[src/rtl/if_fetch_unit.sv]
// Instruction fetch unit: issues word-aligned imem requests and presents one instruction to IF/ID.
// Latency: START then REQ after reset; a zero-wait memory then delivers one instruction per cycle.
// Backpressure: PCWrite=0 stalls the output slot. One extra response is held in a skid entry (HOLD).
//
// Ports: clk/startin (async active-high reset); PCWrite (slot consumed), PCSrc/branch_target (redirect);
//        imem_req/imem_addr/imem_ready/imem_rdata (memory handshake, transfer = req & ready);
//        IF_instr/IF_pc_plus_4/IF_valid (output slot).
// Optional: define IF_FETCH_CNT_EN to add fetch_count, a count of instructions loaded into the slot.
module if_fetch_unit #(
    parameter logic [31:0] RESET_PC = 32'h0000_0000
) (
    input  logic        clk,
    input  logic        startin,
    input  logic        PCWrite,
    input  logic        PCSrc,
    input  logic [31:0] branch_target,
    output logic        imem_req,
    output logic [31:0] imem_addr,
    input  logic        imem_ready,
    input  logic [31:0] imem_rdata,
    output logic [31:0] IF_instr,
    output logic [31:0] IF_pc_plus_4,
    output logic        IF_valid
`ifdef IF_FETCH_CNT_EN
    ,
    output logic [31:0] fetch_count
`endif
);

    typedef enum logic [2:0] {START, REQ, WAIT, HOLD, DRAIN} state_t;

    state_t      state_q, state_d;
    logic [31:0] pc_q, pc_d;
    logic [31:0] drain_addr_q, drain_addr_d;   // address of the request being flushed
    logic [31:0] instr_q, instr_d;
    logic [31:0] pc4_q, pc4_d;
    logic        valid_q, valid_d;
    logic [31:0] skid_instr_q, skid_instr_d;
    logic [31:0] skid_pc4_q, skid_pc4_d;
`ifdef IF_FETCH_CNT_EN
    logic [31:0] cnt_q, cnt_d;
`endif

    logic        xfer;
    logic        slot_free;
    logic [31:0] pc_plus_4;

    assign imem_req     = (state_q == REQ) || (state_q == WAIT) || (state_q == DRAIN);
    // While draining, the old address must stay on the bus even though pc already holds the target.
    assign imem_addr    = (state_q == DRAIN) ? drain_addr_q : pc_q;
    assign xfer         = imem_req & imem_ready;
    assign slot_free    = ~valid_q | PCWrite;
    assign pc_plus_4    = pc_q + 32'd4;

    assign IF_instr     = instr_q;
    assign IF_pc_plus_4 = pc4_q;
    assign IF_valid     = valid_q;
`ifdef IF_FETCH_CNT_EN
    assign fetch_count  = cnt_q;
`endif

    always_comb begin
        state_d      = state_q;
        pc_d         = pc_q;
        drain_addr_d = drain_addr_q;
        instr_d      = instr_q;
        pc4_d        = pc4_q;
        valid_d      = valid_q;
        skid_instr_d = skid_instr_q;
        skid_pc4_d   = skid_pc4_q;
`ifdef IF_FETCH_CNT_EN
        cnt_d        = cnt_q;
`endif

        // A consumed slot empties unless something below reloads it this edge.
        if (PCWrite) begin
            valid_d = 1'b0;
        end

        unique case (state_q)
            START: begin
                state_d = REQ;
            end
            REQ, WAIT: begin
                if (xfer) begin
                    pc_d = pc_plus_4;
                    if (slot_free) begin
                        instr_d = imem_rdata;
                        pc4_d   = pc_plus_4;
                        valid_d = 1'b1;
`ifdef IF_FETCH_CNT_EN
                        cnt_d   = cnt_q + 32'd1;
`endif
                        state_d = REQ;
                    end else begin
                        skid_instr_d = imem_rdata;
                        skid_pc4_d   = pc_plus_4;
                        state_d      = HOLD;
                    end
                end else begin
                    state_d = WAIT;
                end
            end
            HOLD: begin
                if (PCWrite) begin
                    instr_d = skid_instr_q;
                    pc4_d   = skid_pc4_q;
                    valid_d = 1'b1;
`ifdef IF_FETCH_CNT_EN
                    cnt_d   = cnt_q + 32'd1;
`endif
                    state_d = REQ;
                end
            end
            DRAIN: begin
                if (xfer) begin
                    state_d = REQ;
                end
            end
            default: begin
                state_d = START;
            end
        endcase

        // Redirect overrides everything above: nothing loaded this edge survives or is counted.
        if (PCSrc) begin
            pc_d    = {branch_target[31:2], 2'b00};
            valid_d = 1'b0;
`ifdef IF_FETCH_CNT_EN
            cnt_d   = cnt_q;
`endif
            unique case (state_q)
                REQ, WAIT: begin
                    if (xfer) begin
                        state_d = REQ;
                    end else begin
                        drain_addr_d = pc_q;
                        state_d      = DRAIN;
                    end
                end
                DRAIN:   state_d = xfer ? REQ : DRAIN;
                default: state_d = REQ;
            endcase
        end
    end

    always_ff @(posedge clk or posedge startin) begin
        if (startin) begin
            state_q      <= START;
            pc_q         <= RESET_PC;
            drain_addr_q <= 32'd0;
            instr_q      <= 32'd0;
            pc4_q        <= 32'd0;
            valid_q      <= 1'b0;
            skid_instr_q <= 32'd0;
            skid_pc4_q   <= 32'd0;
`ifdef IF_FETCH_CNT_EN
            cnt_q        <= 32'd0;
`endif
        end else begin
            state_q      <= state_d;
            pc_q         <= pc_d;
            drain_addr_q <= drain_addr_d;
            instr_q      <= instr_d;
            pc4_q        <= pc4_d;
            valid_q      <= valid_d;
            skid_instr_q <= skid_instr_d;
            skid_pc4_q   <= skid_pc4_d;
`ifdef IF_FETCH_CNT_EN
            cnt_q        <= cnt_d;
`endif
        end
    end

endmodule

[config.mk]
export PLATFORM = sky130hd
export DESIGN_NAME = if_fetch_unit
export DESIGN_NICKNAME = d
export VERILOG_FILES = /design/src/rtl/if_fetch_unit.sv
export SDC_FILE = /design/constraint.sdc
export NUM_CORES = 1
export LEC_CHECK = 0
export ABC_AREA = 1
export CORE_MARGIN = 4
export CORE_UTILIZATION = 48
export DETAILED_ROUTE_END_ITERATION = 8
export MAX_ROUTING_LAYER = met4
export PLACE_DENSITY_LB_ADDON = 0.25
export SLEW_MARGIN = 20
export SYNTH_ARGS = -nofsm -noshare
export SYNTH_HDL_FRONTEND = slang
export SYNTH_SLANG_ARGS = --single-unit
[constraint.sdc]
create_clock -name clk -period 6.19 [get_ports clk]
set_input_delay 1.238 -clock clk [delete_from_list [all_inputs] [get_ports clk]]
set_output_delay 1.238 -clock clk [all_outputs]
set_load 0.02 [all_outputs]
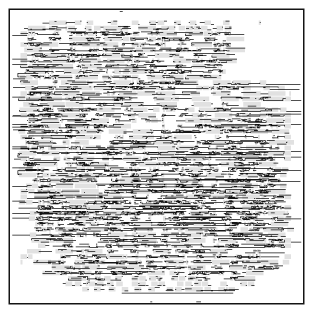
run_1/layer_met1.png
Scale: 2 px per um. Cells faint in the background.
The layer holds 43% of the routed length. 1299 nets have wire on it. The wires run mostly horizontal. The longest straight run is 55.7 um.
met1 routing resource usage after global routing: 29.0%
number of vias after detailed routing: 8271
final wirelength: 24000 um

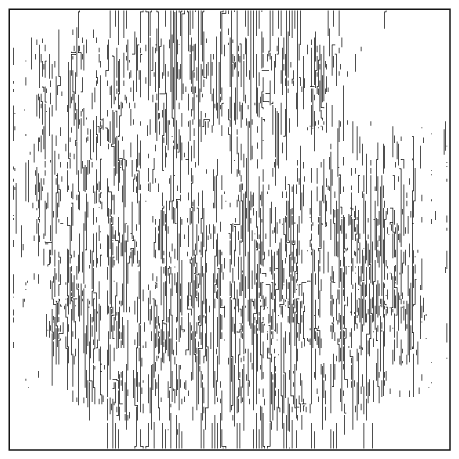
run_1/layer_met2.png
Scale: 3 px per um.
1137 nets have wire on it. The wires run mostly vertical. The longest straight run is 54.2 um.
met2 track utilization from global routing: 38.2%

==> qor.rpt, run 1 <==
STATUS
------------------------------------------------------------------------------
Result of the run                                                 finished, final reports clean

PLACEMENT
------------------------------------------------------------------------------
Number of buffer cells added on primary ports                              160
Number of placed cells counting well taps                                 1579

LAYOUT
------------------------------------------------------------------------------
Final-layout clock-cell area share                                       5.42%
Commonest cells after routing, fill and taps aside                nand2_1, dfrtp_1, clkdlybuf4s50_1
Post-Route Utilization                                                   61.3%
Seq cells                                                                  188
Comb area share                                                          32.9%
Share of the final layout cell area in sequential cells                  40.9%
Area added between synthesis and finish                                  25.0%
Fillcell total                                                            1704

POWER AND IR DROP
------------------------------------------------------------------------------
Maximum vdd ir drop                                                     412 uV
Sum of internal, switching and leakage power                         0.00557 W

CLOCK NETWORK
------------------------------------------------------------------------------
Sink Count                                                                 188
Total setup buffers inserted after CTS                                       0
Maximum clock insertion buffer count                                         2
Insertion delay of the later-clocked pin in the worst-skew pair        0.43 ns

SYNTH
------------------------------------------------------------------------------
Part of the Yosys area used for sequential elements                      51.1%
Commonest cells in the synthesized netlist                        nand2_1, dfrtp_1, o21ai_0
Synth Area in Adders                                                    0.136%
Simple-Gate Fraction of Synth Area                                       29.9%
EDFF count, synth                                                            0
Top logic family                                                  simple AND/OR/NAND/NOR gates

GLOBAL ROUTING
------------------------------------------------------------------------------
Wire length of the first global-routing pass                          39500 um
Largest net degree at the start of global routing                          189

FLOORPLANNING
------------------------------------------------------------------------------
Well Taps                                                                  234
I/O pins                                                                   167

FINAL TIMING
------------------------------------------------------------------------------
Minimum setup slack in the final design                                2.15 ns
Slew Viols, Final                                                            0
Final-report setup violation count                                           0
Post-route minimum period                                              4.04 ns

WORST SETUP PATH
------------------------------------------------------------------------------
Critical Path RT                                                       4.95 ns
Critical path buffers and inverters                                          5
Capturing element type of the critical path                        output port
R2R Setup Slk                                                          3.47 ns

ROUTING
------------------------------------------------------------------------------
Remaining routing DRC violations                                             0
Via-per-instance ratio                                                    5.13
Initial detailed-routing violation count                                   628

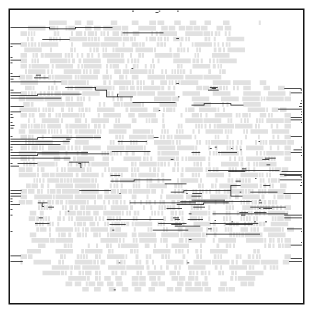
run_1/layer_met3.png
Scale: 2 px per um. Cells faint in the background.
The layer carries 1380 um of wire. The longest straight run is 38.4 um. The wires run mostly horizontal. The layer holds 5.8% of the routed length. 139 nets have wire on it.
met3 track utilization from global routing: 4.87%

[run 1: metal layers]
metal	vias to the layer above	track usage, %	wire (um)
li1	4107	-	-
met1	3877	29.0	10200
met2	244	38.2	11700
met3	43	4.87	1380
met4	0	7.67	689
met5	-	-	0
[run 1: sequential cells by signal, indices dropped and copies added, names as in the netlist]
signal        flops
pc_q             30
IF_instr         32
skid_pc4_q       30
drain_addr_q     30
skid_instr_q     32
IF_valid          1
IF_pc_plus_4     30
state_q           3
[run 1: power breakdown]
group	switching [W]	leakage, nW	total (W)	internal (W)
sequential	0.000289	2.32	0.00206	0.00177
combinational	0.00144	2.98	0.00236	0.000913
clock	0.000536	0.296	0.00116	0.000620
==> run 2, diff against run 1 <==
--- a/config.mk
+++ b/config.mk
@@ -7,7 +7,7 @@
 export LEC_CHECK = 0
 export ABC_AREA = 1
 export CORE_MARGIN = 4
-export CORE_UTILIZATION = 48
+export CORE_UTILIZATION = 53
 export DETAILED_ROUTE_END_ITERATION = 8
 export MAX_ROUTING_LAYER = met4
 export PLACE_DENSITY_LB_ADDON = 0.25
==> constraint.sdc (replaced) <==
create_clock -name clk -period 4.1 [get_ports clk]
set_input_delay 0.82 -clock clk [delete_from_list [all_inputs] [get_ports clk]]
set_output_delay 0.82 -clock clk [all_outputs]
set_load 0.02 [all_outputs]
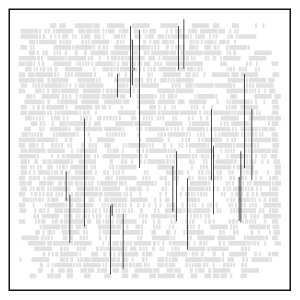
run_2/layer_met4.png
Scale: 2 px per um. Cells faint in the background.
The layer carries 644 um of wire. 18 nets have wire on it. The wires run mostly vertical.
final wirelength: 24200 um
number of vias after detailed routing: 8321

==> qor.rpt, run 2 <==
STATUS
------------------------------------------------------------------------------
Result of the run                                                 finished, final reports clean

SYNTH
------------------------------------------------------------------------------
Part of the Yosys area used for sequential elements                      51.1%   unchanged
Area share of the leading cell type in the synthesized netlist           51.1%
Synth top area cells                                              dfrtp_1, nand2_1, o21ai_0
Most instantiated flip-flop cell in the synthesis netlist              dfrtp_1
Commonest cells in the synthesized netlist                        nand2_1, dfrtp_1, o21ai_0
YS chip area                                                          9200 um2
EDFF count, synth                                                            0   unchanged

WORST SETUP PATH
------------------------------------------------------------------------------
R2R Setup Slk                                                          1.78 ns   -1.69 ns
Critical Path RT                                                       3.28 ns   -1.67 ns
Number of cells on the critical path                                         9
Critical R2R Launch                                               state_q[0]$_DFFE_PP0P_
FF-to-FF End                                                      IF_pc_plus_4[24]$_DFFE_PP0P_
Critical path buffers and inverters                                          5   unchanged
Dominant cell type by count on the critical path                         inv_1
Largest stage delay on the critical path                               0.66 ns
Largest fanout of any net on the critical path                              60
Capturing element type of the critical path                        output port

ROUTING
------------------------------------------------------------------------------
Sum of met3 wire segment lengths after detailed routing                1560 um   +13%
Remaining routing DRC violations                                             0   unchanged
Max Used Layer                                                            met4
Total routed wire length on the met1 layer                            10300 um   +1.2%
Via-per-instance ratio                                                    5.19   +1.3%
Initial detailed-routing violation count                                   642   +2.2%
Met2 wire length                                                      11600 um   -0.72%

LAYOUT
------------------------------------------------------------------------------
Commonest cells after routing, fill and taps aside                nand2_1, dfrtp_1, clkdlybuf4s50_1
Non-clk invs                                                               100
Share of the final layout cell area in sequential cells                  41.1%   +0.15 points
Post-Route Utilization                                                   68.1%   +6.8 points
Fillcell total                                                            1431   -16%
Number of nets in the finished design                                     1439
Area used by multi-input combinational logic                          3790 um2
Area added between synthesis and finish                                  24.5%
Comb area share                                                          33.1%   +0.12 points
Final-layout clock-cell area share                                       5.35%   -0.067 points
Most frequent logic cell in the layout                                 nand2_1
Seq cells                                                                  188   unchanged

FINAL TIMING
------------------------------------------------------------------------------
Final-report setup violation count                                           0   unchanged
Slew Viols, Final                                                            0   unchanged
Minimum setup slack in the final design                               0.798 ns   -1.35 ns
Post-route minimum period                                              3.30 ns
Relative slew margins                                                    28.1%
Measured slew at the worst slew-check pin                              1.08 ns

CLOCK NETWORK
------------------------------------------------------------------------------
Sink Count                                                                 188   unchanged
Total setup buffers inserted after CTS                                       0   unchanged
Insertion delay of the later-clocked pin in the worst-skew pair        0.45 ns   +0.02 ns
Number of CTS-inserted buffers                                              17
Maximum clock insertion buffer count                                         2   unchanged

PLACEMENT
------------------------------------------------------------------------------
Number of buffer cells added on primary ports                              160   unchanged
Worst slack, placed                                                    1.22 ns
Number of placed cells counting well taps                                 1570   -0.57%

GLOBAL ROUTING
------------------------------------------------------------------------------
Met1 routing resource usage after global routing                         34.1%   +5.1 points
Busiest grt layer                                                         met2
Met2 track utilization from global routing                               41.0%   +2.8 points
Met3 track utilization from global routing                               6.14%   +1.3 points
Largest net degree at the start of global routing                          110   -42%
Wire length of the first global-routing pass                          40100 um   +1.6%
Initial antenna violation count                                              0

POWER AND IR DROP
------------------------------------------------------------------------------
Sum of internal, switching and leakage power                         0.00837 W   +50%
Internal cell power                                                  0.00492 W   +49%
Net switching power of the design                                    0.00345 W   +52%
Maximum vdd ir drop                                                     955 uV   +130%
Share of power burned in the clock network                               20.5%   -0.3 points
Share of total power consumed by net switching                           41.2%   +0.43 points
Combinational cell fraction of total power                               42.4%   about the same
Seq pwr share                                                            37.1%   +0.2 points

MIN PATH
------------------------------------------------------------------------------
Worst Hold Path EP                                                IF_pc_plus_4[20]$_DFFE_PP0P_

FLOORPLANNING
------------------------------------------------------------------------------
I/O pins                                                                   167   unchanged
Well Taps                                                                  220   -6.0%

JOB
------------------------------------------------------------------------------
Max capacitance violation total                                              0

## run 2: cell counts after synthesis
Identical to the previous run, type by type.
## run 2: cells by family after synthesis
logic type	Yosys count	share of synthesized area, %
other	1	0.0408
buffers and inverters	161	7.82
XOR/XNOR	7	0.666
flip-flops	188	51.1
AND-OR/OR-AND	180	10.3
adder cells (fa/ha/maj)	1	0.136
AND/OR/NAND/NOR	698	29.9
## run 2: power by group through the flow
stage                     clock (W)  sequential [W]  combinational (W)
after floorplan                   0         0.00340            0.00192
after global placement            0         0.00311            0.00349
after detailed placement          0         0.00312            0.00356
after CTS                   0.00174         0.00310            0.00360
after global routing        0.00182         0.00321            0.00397
final                       0.00172         0.00311            0.00355
Power and IR drop assume default switching activity.
